File: src/rtl/af_drain_pkg.sv
// Shared types and helpers for the activation-array output drain.
// Tile dimensions normally come from sys_defs.svh; the guarded defaults below
// let this slice elaborate on its own when that header is not on the path.
`ifndef OUTPUT_HEIGHT
`define OUTPUT_HEIGHT 4
`endif
`ifndef OUTPUT_WIDTH
`define OUTPUT_WIDTH 4
`endif
`ifndef OUT_BIN_LEN
`define OUT_BIN_LEN 16
`endif

package af_drain_pkg;

  typedef enum logic [1:0] {
    IDLE = 2'd0,
    SEND = 2'd1,
    DONE = 2'd2
  } drain_state_t;

  // Width of the saturating overrun event counter.
  localparam int unsigned OVR_CNT_W = 8;

  // Row-index width; at least one bit even for a single-row tile.
  function automatic int unsigned row_w(input int unsigned h);
    return (h > 1) ? $clog2(h) : 1;
  endfunction

endpackage

File: src/rtl/af_tile_reg.sv
// Tile storage: H x W elements of DW bits, full parallel load, row read port.
// Ports:
//   clk, rst_n   - clock, asynchronous active-low clear
//   i_load       - capture every element of i_data this cycle
//   i_data       - full tile, element [row][col]
//   i_row_sel    - row to present on o_row_c
//   o_row_c      - selected row, element j at bits [j*DW +: DW]
module af_tile_reg #(
  parameter int unsigned H  = 4,
  parameter int unsigned W  = 4,
  parameter int unsigned DW = 16,
  parameter int unsigned RW = 2
) (
  input  logic                clk,
  input  logic                rst_n,
  input  logic                i_load,
  input  logic [DW-1:0]       i_data [H-1:0][W-1:0],
  input  logic [RW-1:0]       i_row_sel,
  output logic [W*DW-1:0]     o_row_c
);

  logic [W-1:0][DW-1:0] r_tile [H];

  // Full-tile capture; held until the next load or clear.
  always_ff @(posedge clk or negedge rst_n) begin
    if (!rst_n) begin
      for (int unsigned i = 0; i < H; i++) begin
        r_tile[i] <= '0;
      end
    end else if (i_load) begin
      for (int unsigned i = 0; i < H; i++) begin
        for (int unsigned j = 0; j < W; j++) begin
          r_tile[i][j] <= i_data[i][j];
        end
      end
    end
  end

  assign o_row_c = r_tile[i_row_sel];

endmodule

File: src/rtl/af_output_drain.sv
// Snapshots the activated output tile on the rising edge of finish and streams
// it one row per beat over a valid/ready interface.
// Optional feature macro: AF_DRAIN_OVERRUN_CNT_EN (adds saturating overrun_cnt).
// Ports:
//   clock, reset_n  - clock, asynchronous active-low reset
//   finish          - tile-complete level; AF_outputs valid only while high
//   AF_outputs      - activated tile, element [row][col]
//   out_valid/ready - row beat handshake
//   out_data        - row data, element j at bits [j*DW +: DW]
//   out_row         - row index of the current beat
//   out_last        - current beat is row H-1
//   busy            - a tile is held or being drained
//   done            - one-cycle pulse after the last beat is accepted
//   overrun         - sticky: finish rose while busy
//   overrun_cnt     - (macro only) saturating count of overrun events
module af_output_drain
  import af_drain_pkg::*;
#(
  parameter int unsigned H  = `OUTPUT_HEIGHT,
  parameter int unsigned W  = `OUTPUT_WIDTH,
  parameter int unsigned DW = `OUT_BIN_LEN
) (
  input  logic                     clock,
  input  logic                     reset_n,
  input  logic                     finish,
  input  logic [DW-1:0]            AF_outputs [H-1:0][W-1:0],
  output logic                     out_valid,
  input  logic                     out_ready,
  output logic [W*DW-1:0]          out_data,
  output logic [row_w(H)-1:0]      out_row,
  output logic                     out_last,
  output logic                     busy,
  output logic                     done,
  output logic                     overrun
`ifdef AF_DRAIN_OVERRUN_CNT_EN
  ,
  output logic [OVR_CNT_W-1:0]     overrun_cnt
`endif
);

  localparam int unsigned  RW       = row_w(H);
  localparam logic [RW-1:0] LAST_ROW = RW'(H - 1);

  drain_state_t  r_state;
  logic [RW-1:0] r_row_cnt;
  logic          r_finish_q;
  logic          r_out_valid;
  logic          r_out_last;
  logic          r_busy;
  logic          r_done;
  logic          r_overrun;

  logic          w_start;
  logic          w_load;
  logic          w_accept;
  logic          w_overrun_evt;

  assign w_start       = finish & ~r_finish_q;
  assign w_load        = w_start && (r_state == IDLE);
  assign w_overrun_evt = w_start && (r_state != IDLE);
  assign w_accept      = r_out_valid & out_ready;

  // Tile is captured only from IDLE, so a late edge never corrupts a drain.
  af_tile_reg #(
    .H  (H),
    .W  (W),
    .DW (DW),
    .RW (RW)
  ) u_tile (
    .clk       (clock),
    .rst_n     (reset_n),
    .i_load    (w_load),
    .i_data    (AF_outputs),
    .i_row_sel (r_row_cnt),
    .o_row_c   (out_data)
  );

  // Drain FSM, edge detect and registered handshake outputs.
  always_ff @(posedge clock or negedge reset_n) begin
    if (!reset_n) begin
      r_state     <= IDLE;
      r_row_cnt   <= '0;
      r_finish_q  <= 1'b0;
      r_out_valid <= 1'b0;
      r_out_last  <= 1'b0;
      r_busy      <= 1'b0;
      r_done      <= 1'b0;
      r_overrun   <= 1'b0;
    end else begin
      r_finish_q <= finish;
      r_done     <= 1'b0;
      if (w_overrun_evt) begin
        r_overrun <= 1'b1;
      end
      case (r_state)
        IDLE: begin
          if (w_start) begin
            r_state     <= SEND;
            r_row_cnt   <= '0;
            r_out_valid <= 1'b1;
            r_out_last  <= (H == 1);
            r_busy      <= 1'b1;
          end
        end
        SEND: begin
          if (w_accept) begin
            if (r_out_last) begin
              r_state     <= DONE;
              r_out_valid <= 1'b0;
              r_out_last  <= 1'b0;
              r_done      <= 1'b1;
            end else begin
              r_row_cnt  <= r_row_cnt + RW'(1);
              r_out_last <= ((r_row_cnt + RW'(1)) == LAST_ROW);
            end
          end
        end
        DONE: begin
          r_state <= IDLE;
          r_busy  <= 1'b0;
        end
        default: begin
          r_state <= IDLE;
        end
      endcase
    end
  end

  assign out_valid = r_out_valid;
  assign out_row   = r_row_cnt;
  assign out_last  = r_out_last;
  assign busy      = r_busy;
  assign done      = r_done;

`ifdef AF_DRAIN_OVERRUN_CNT_EN
  logic [OVR_CNT_W-1:0] r_ovr_cnt;

  // Saturating count of finish edges that arrived while busy.
  always_ff @(posedge clock or negedge reset_n) begin
    if (!reset_n) begin
      r_ovr_cnt <= '0;
    end else if (w_overrun_evt && (r_ovr_cnt != '1)) begin
      r_ovr_cnt <= r_ovr_cnt + OVR_CNT_W'(1);
    end
  end

  assign overrun_cnt = r_ovr_cnt;
  assign overrun     = (r_ovr_cnt != '0);
`else
  assign overrun = r_overrun;
`endif

endmodule
File: config.mk
export PLATFORM = sky130hd
export DESIGN_NAME = af_output_drain
export DESIGN_NICKNAME = d
export VERILOG_FILES = /design/src/rtl/af_drain_pkg.sv /design/src/rtl/af_tile_reg.sv /design/src/rtl/af_output_drain.sv
export SDC_FILE = /design/constraint.sdc
export NUM_CORES = 1
export LEC_CHECK = 0
export ABC_CLOCK_PERIOD_IN_PS = 1500
export CORE_MARGIN = 3
export CORE_UTILIZATION = 43
export DETAILED_ROUTE_END_ITERATION = 12
export GPL_TIMING_DRIVEN = 0
export PLACE_DENSITY_LB_ADDON = 0.1
export SYNTH_ARGS = -nofsm -noshare
export SYNTH_HDL_FRONTEND = slang
export SYNTH_SLANG_ARGS = --single-unit
export TNS_END_PERCENT = 10
File: constraint.sdc
create_clock -name clock -period 1.5 [get_ports clock]
set_input_delay 0.15 -clock clock [delete_from_list [all_inputs] [get_ports clock]]
set_output_delay 0.15 -clock clock [all_outputs]
set_load 0.005 [all_outputs]
Figure 1. Cell area per tile (run 1).
(1.5 px per um) The die is cut into 17 by 17 equal tiles; black is low, pale yellow is high, 0 to 100% covered.
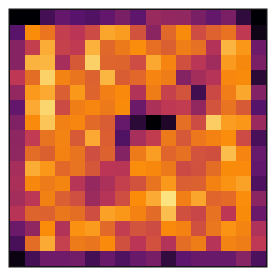
The mean over all tiles is 56%. The fullest tile reaches 94%. 1.4% of the tiles are nearly empty. 16% of the tiles are over 75% full.

Figure 2. Clock network drawn from the DEF (run 1).
(3 px per um)
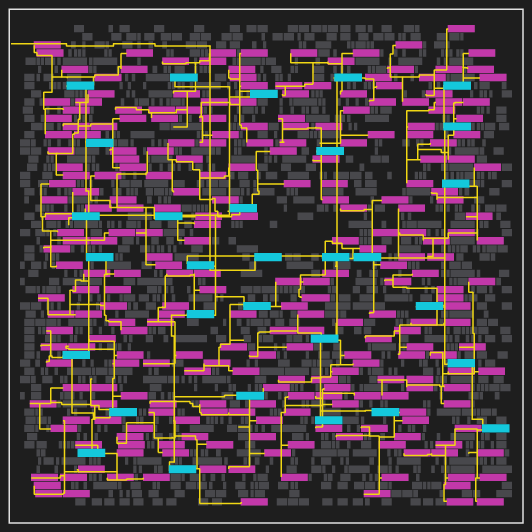
Key: magenta = flip-flops [count 266]; cyan = cells driving clock nets [count 30]; yellow = clock wires [length 3400 um]
There are 31 routed clock nets. Position of the flops: widely spread.

Figure 3. A small window of the routed layout (run 1).
Window x 73 to 98, y 73 to 98 um. Cells in gray, sequential cells in the stronger gray; small squares are vias.
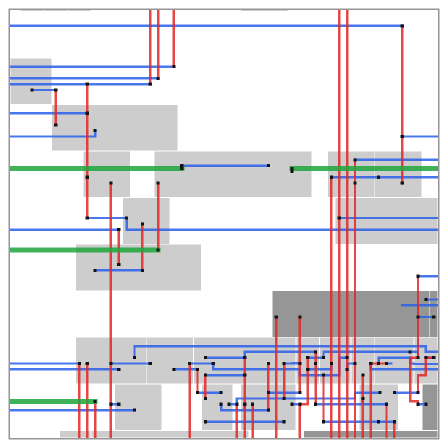
Key: green = met3; red = met2; blue = met1
Netlist names of flops here include `out_row` (1). Sequential cells in the window: 1. 22 logic cells have their middle in the window. Most frequent: buf_4 (7).

Figure 4. Cells colored by class (run 1).
(2 px per um) Fill, decap, tap and diode cells in gray.
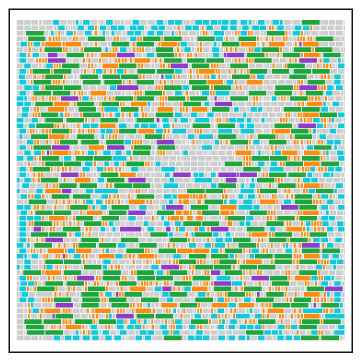
Key: green = flip-flops [cells 266, share of their area 41%]; cyan = other buffers and delay cells [cells 432, share of their area 26%]; orange = all other logic [cells 860, share of their area 28%]; purple = clock drivers and dummy loads [cells 51, share of their area 5.8%]

==> job_summary.md, run 1 <==
### Metrics collected by this job

| Metric | Value |
|---|---|
| Htree depth | 1 |
| CTS max path bufs | 3 |
| DRT iter0 DRCs | 716 |
| CTS resizes | between 300 and 400 |
| Final setup viols | 324 |
| Sw frac | 32.6% |
| Combinational power | between 10 and 15 mW |
| Rows | 59 |
| # Max-Cap Violations | 0 |
| P_int | 22.9 mW |
| Violated checks | negative setup slack |
| Die ar. | approximately 30000 um2 |
| Final hold slack | just under 0.1 ns |
| Registers | between 200 and 300 |
| Late-Pin Clk Latency | 0.56 ns |
| Die X | 171 um |
| Vias | 9638 |
| Layout cells sized above 1 | 17.0% |
| Setup ws final | -0.790 ns |
| Clk_skew | 0.0233 ns |
| Status | finished, violations left |
| Worst EP required | 1.35 ns |
| Seq. pwr | 12.7 mW |
| Met2 usage | 41.3% |
| Bufs and invs on worst path | 5 |
| P_sw | 11.0 mW |
| Cell class ranked first by area | flip-flops and latches |
| Post-layout period usage of the worst path | 153% |
| Max-slew violations | 0 |
| Yosys top cell by instances | nand2_1 |
| CP Class | reg2out |
| Lkg Pwr | approximately 8.4 nW |
| Crit path depth | 6 |
| Synth top area share | 57.0% |
| M1 WL | 15.5 mm |
| Ant diodes | 1 |
| Met2 WL | 17.8 mm |
| MI comb cells | 858 |
| RSZ-0062 raised after global routing | yes |
| Total power | 33.9 mW |
| Data arrival time of the critical path | 2.14 ns |
| Routed wl met3 | 2.68 mm |
| Mux cell area share | 12.3% |
| Hold Fails Final Rpt | 0 |
| R2R setup slack | -0.20 ns |
| Combinational share of cell area | 26.9% |
| CP Cell Sequence | clkbuf_16 -> buf_12 -> buf_12 -> buf_12 -> mux4_2 -> buf_2 |
| GRT Overall Usage | 25.3% |
| Tap Cells | 335 |
| Yosys xor share | 0% |
| Sequential share of power | 37.4% |
| Non-filler cells, final | 1945 |
| Root Driver | clkbuf_16 |
| Worst slew margin | 60.7% |
| Design Area, Final | roughly 17000 um2 |
| CTS tree | yes |
| Avg Cell Area, Syn | between 9 and 10 um2 |
| Net Count, Synth | roughly 1500 |
| Max reg flops | 256 |
| Area Growth Syn to Fin | 43.9% |
| Final-layout clock-cell area share | under 10% |
| Distinct lib cells | 25 |
| Gpl congestion | approximately 0.83 |
| Clock share of power | 21.0% |
| Logic pwr share | a little over two fifths |
| Number of port buffers | 330 |
| CLK BUF | roughly 44 |
| Area of the core | approximately 26000 um2 |
Figure 5. The clock network (run 1).
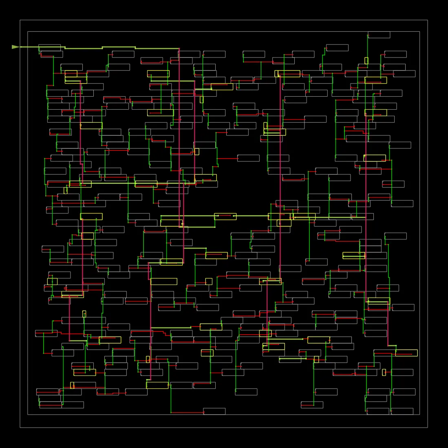

## Run 2: what changed since run 1
- ABC_AREA: default -> 1
- CORE_UTILIZATION: 43 -> 50
- DONT_BUFFER_PORTS: default -> 1
- REMOVE_ABC_BUFFERS: default -> 1
Figure 6. The clock network (run 2).
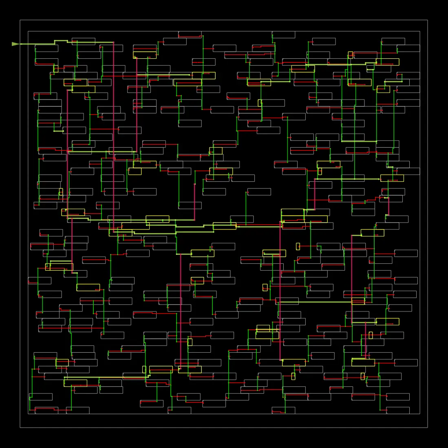
CTS Buf Count: 30
clk_skew: 0.0105 ns
Late-Pin Clk Latency: 0.55 ns
CLK BUF: 46

Figure 7. Cells colored by class (run 2).
(2 px per um) Fill, decap, tap and diode cells in gray.
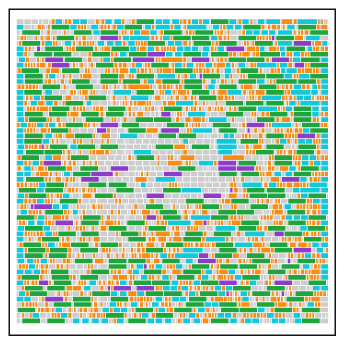
Key: cyan = other buffers and delay cells [cells 325, share of their area 23%]; green = flip-flops [cells 266, share of their area 39%]; purple = clock drivers and dummy loads [cells 53, share of their area 5.7%]; orange = all other logic [cells 1138, share of their area 33%]
Rows: 56
Design Area, Final: 17600 um2
area of the core: 23800 um2
Final Core Density: 74.1%

Figure 8. Clock network drawn from the DEF (run 2).
(4 px per um)
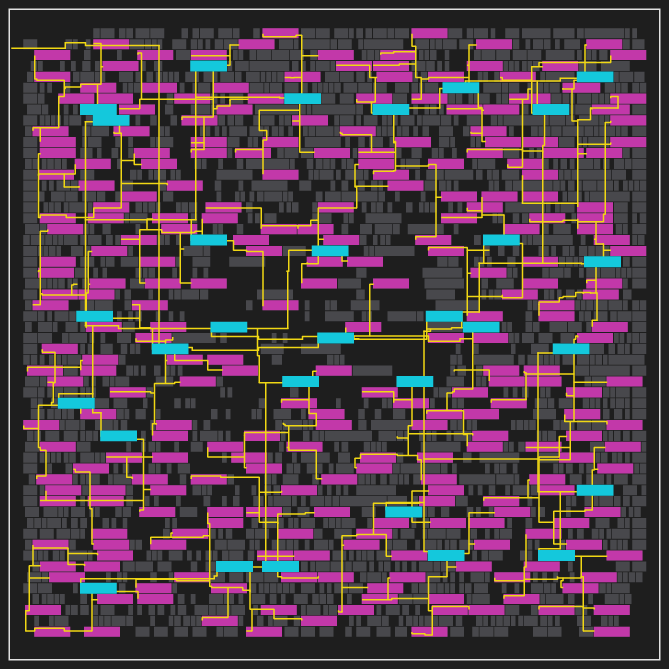
Key: yellow = clock wires [length 3520 um]; cyan = cells driving clock nets [count 30]; magenta = flip-flops [count 266]
There are 31 routed clock nets. Position of the flops: widely spread.
P_clk: 7.43 mW
clock share of power: 48.1%

==> run 2 against run 1 <==
Compared with the run above: the run ends with negative hold slack, negative setup slack left; clock-buffer cell count increased by 2; clock skew decreased by 0.013 ns; hold slack got worse by 0.80 ns; core utilization increased by 10 points; routed wire length increased by 29%; highest routed layer is now met4; via count increased by 31%; first-iteration DRC count increased by 110%; final cell count increased by 8.3%; total power decreased by 54%; synthesized area increased by 4.6%.
==> job_summary.md, run 2 <==
### Metrics collected by this job

| Metric | Value |
|---|---|
| Status | finished, violations left |
| Number of port buffers | 0 (-100%) |
| Cell class ranked first by area | flip-flops and latches |
| Synth top area share | 54.5% (-2.5 points) |
| Die ar. | 26300 um2 (-9.7%) |
| Root Driver | clkbuf_16 |
| Final setup viols | 295 (-9.0%) |
| Layout cells sized above 1 | 13.6% (-3.4 points) |
| CTS max path bufs | 3 (unchanged) |
| Sw frac | 21.2% (-11 points) |
| Post-layout period usage of the worst path | 142% (-10 points) |
| GRT Overall Usage | 32.7% (+7.4 points) |
| R2R setup slack | -0.31 ns (-0.11 ns) |
| Setup ws final | -0.634 ns (+0.156 ns) |
| Routed wl met3 | 4.16 mm (+55%) |
| M1 WL | 18.6 mm (+20%) |
| Violated checks | negative hold slack, negative setup slack |
| Gpl congestion | 0.784 (-5.1%) |
| Seq. pwr | 7.18 mW (-43%) |
| CTS resizes | 107 (-67%) |
| DRT iter0 DRCs | 1483 (+110%) |
| Htree depth | 1 (unchanged) |
| Met2 usage | 53.2% (+12 points) |
| Mux cell area share | 0% (-12 points) |
| Final hold slack | -0.699 ns (-0.797 ns) |
| Hold Fails Final Rpt | 266 (+266) |
| Max-slew violations | 0 (unchanged) |
| Met2 WL | 22.7 mm (+27%) |
| Bufs and invs on worst path | 2 (-3) |
| Registers | 266 (unchanged) |
| Area Growth Syn to Fin | 44.3% |
| CTS tree | yes |
| Worst slew margin | 66.4% (+5.7 points) |
| Logic pwr share | 5.4% (-36 points) |
| RSZ-0062 raised after global routing | yes |
| Vias | 12621 (+31%) |
| Sequential share of power | 46.5% (+9.1 points) |
| P_int | 12.2 mW (-47%) |
| Final-layout clock-cell area share | 5.61% (-0.041 points) |
| Ant diodes | 6 (+5) |
| Combinational power | 833 uW (-94%) |
| MI comb cells | 1126 (+31%) |
| Max reg flops | 256 (unchanged) |
| # Max-Cap Violations | 0 (unchanged) |
## Run 3: what changed since run 2
- HOLD_SLACK_MARGIN: default -> 0.05
Figure 9. A small window of the routed layout (run 3).
Window x 69 to 94, y 69 to 94 um. Cells in gray, sequential cells in the stronger gray; small squares are vias.
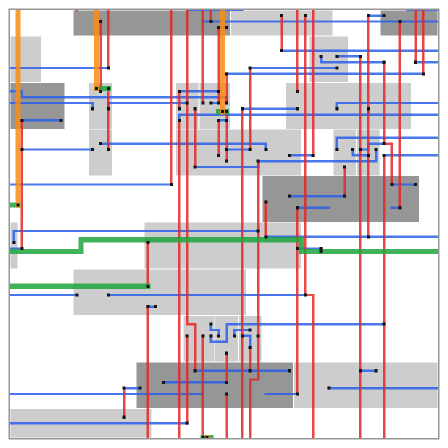
Key: blue = met1; red = met2; green = met3; orange = met4
Sequential cells in the window: 3. Netlist names of flops here include `u_tile.r_tile` (3). Most frequent: nand2_1 (6), dfrtp_1 (3). 20 logic cells have their middle in the window.

Figure 10. Cell area per tile (run 3).
(1.5 px per um) The die is cut into 16 by 16 equal tiles; black is low, pale yellow is high, 0 to 100% covered.
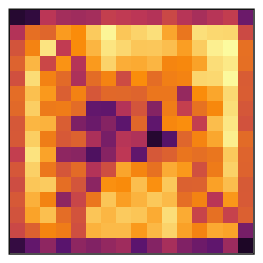
The mean over all tiles is 65%. 36% of the tiles are over 75% full. The emptiest ninth of the die: center. The fullest tile reaches 99%.
Pre-Place Util: 51.4%

Figure 11. Cells colored by class (run 3).
(2 px per um) Fill, decap, tap and diode cells in gray.
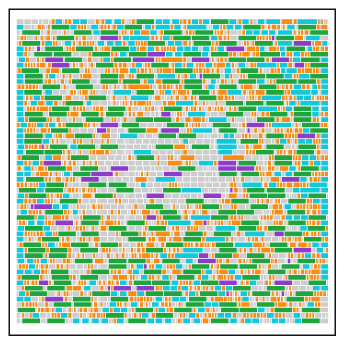
Key: cyan = other buffers and delay cells [cells 325, share of their area 23%]; purple = clock drivers and dummy loads [cells 53, share of their area 5.7%]; orange = all other logic [cells 1138, share of their area 33%]; green = flip-flops [cells 266, share of their area 39%]

==> run 3 against run 2 <==
Compared with the run above: the run still ends with negative hold slack, negative setup slack left; first-iteration DRC count stayed put; sequential power hardly changed; combinational power hardly changed; die area stayed put; final area stayed put; setup slack stayed put; final cell count stayed put; routed wire length stayed put; register-to-register slack hardly changed; core utilization stayed put; largest cell class unchanged.
==> job_summary.md, run 3 <==
### Metrics collected by this job

| Metric | Value |
|---|---|
| Yosys Chip Area | roughly 12000 um2 |
| Post-DRT Antenna Nets | 0 |
| Final Core Density | 74.1% (unchanged) |
| Met3 GRT Util | 7.60% |
| Area Growth Syn to Fin | 44.3% (unchanged) |
| Depth of the most critical reg-to-reg path | 7 |
| Sum of negative setup slack | -46.12 ns |
| Synth top cells by count | 525 x nand2_1, 266 x dfrtp_1, 260 x nand3_1, 131 x nor2_1, 120 x o21ai_0 |
| Clk_skew | 0.0105 ns (unchanged) |
| Gpl congestion | 0.784 (unchanged) |
| Met2 WL | 22.7 mm (unchanged) |
| P_int | 12.2 mW (unchanged) |
| Number of port buffers | 0 (unchanged) |
| Synth warnings | 0 |
| CTS max path bufs | 3 (unchanged) |
| CP Cell Sequence | buf_6 -> buf_16 -> o21ai_0 -> o22ai_2 |
| Setup ws final | -0.634 ns (unchanged) |
| Status | finished, violations left |
| Sequential share of power | 46.5% (about the same) |
| CLK BUF | 46 (unchanged) |
| Non-filler cells, final | 2107 |
| Hold Fails Final Rpt | 266 (unchanged) |
| MI comb cells | 1126 (unchanged) |
| GRT Overall Usage | 32.7% (unchanged) |
| Clock share of power | 48.1% (about the same) |
| R2R setup slack | -0.31 ns (about the same) |
| DRT Pass-1 Iters | 6 |
| Vias | 12621 (unchanged) |
| CTS Buf Count | 30 (unchanged) |
| Final hold slack | -0.699 ns (unchanged) |
| Layout cells sized above 1 | 13.6% (unchanged) |
| P_clk | 7.43 mW (about the same) |
| Violated checks | negative hold slack, negative setup slack |
| Root Driver | clkbuf_16 |
| DRT iter0 DRCs | 1483 (unchanged) |
| Routed WL | 47.8 mm |
| Place WS | -1.47 ns |
| Max reg flops | 256 (unchanged) |
| Logic pwr share | 5.4% (about the same) |
| Late-Pin Clk Latency | 0.55 ns (about the same) |
| RSZ-0062 raised after global routing | yes |
| Htree depth | 1 (unchanged) |
| P_sw | 3.28 mW |
| Ant diodes | 6 (unchanged) |
| Design Area, Final | 17600 um2 (unchanged) |
| Worst slew margin | 66.4% (unchanged) |
| Mux cell area share | 0% (unchanged) |
| Final-layout clock-cell area share | 5.61% (unchanged) |
| Max VDD drop | 779 uV |
| CTS resizes | 107 (unchanged) |
| Max-slew violations | 0 (unchanged) |
| Crit path max-delay cell type | dfrtp_4 |
| Combinational power | 833 uW (about the same) |
| Rows | 56 (unchanged) |
| Leading area contributor after synthesis | dfrtp_1 |
| Startpoint types | flip-flop |
| Sw frac | 21.2% (unchanged) |
| Sequential element share of the synthesized area | 54.5% |
| Post-layout period usage of the worst path | 142% (unchanged) |
| Routed wl met3 | 4.16 mm (unchanged) |
| Bufs and invs on worst path | 2 (unchanged) |
| Area of the core | 23800 um2 (unchanged) |
| GR Layer Usage met1 | between 40 and 50% |
| # Max-Cap Violations | 0 (unchanged) |
| Die Y | 162 um |
| Synth top area share | 54.5% (unchanged) |
| Cell class ranked first by area | flip-flops and latches |
| CTS tree | yes |
| Die ar. | 26300 um2 (unchanged) |
| M1 WL | 18.6 mm (unchanged) |
| GR Overflow Total | 0 |
| Seq. pwr | 7.18 mW (about the same) |
| Final setup viols | 295 (unchanged) |
| Met2 usage | 53.2% (unchanged) |
| Drt drc | 0 |
| Registers | 266 (unchanged) |
| Top power group | the clock network |
Power figures rest on the tool's default switching activity, not on a simulated workload.
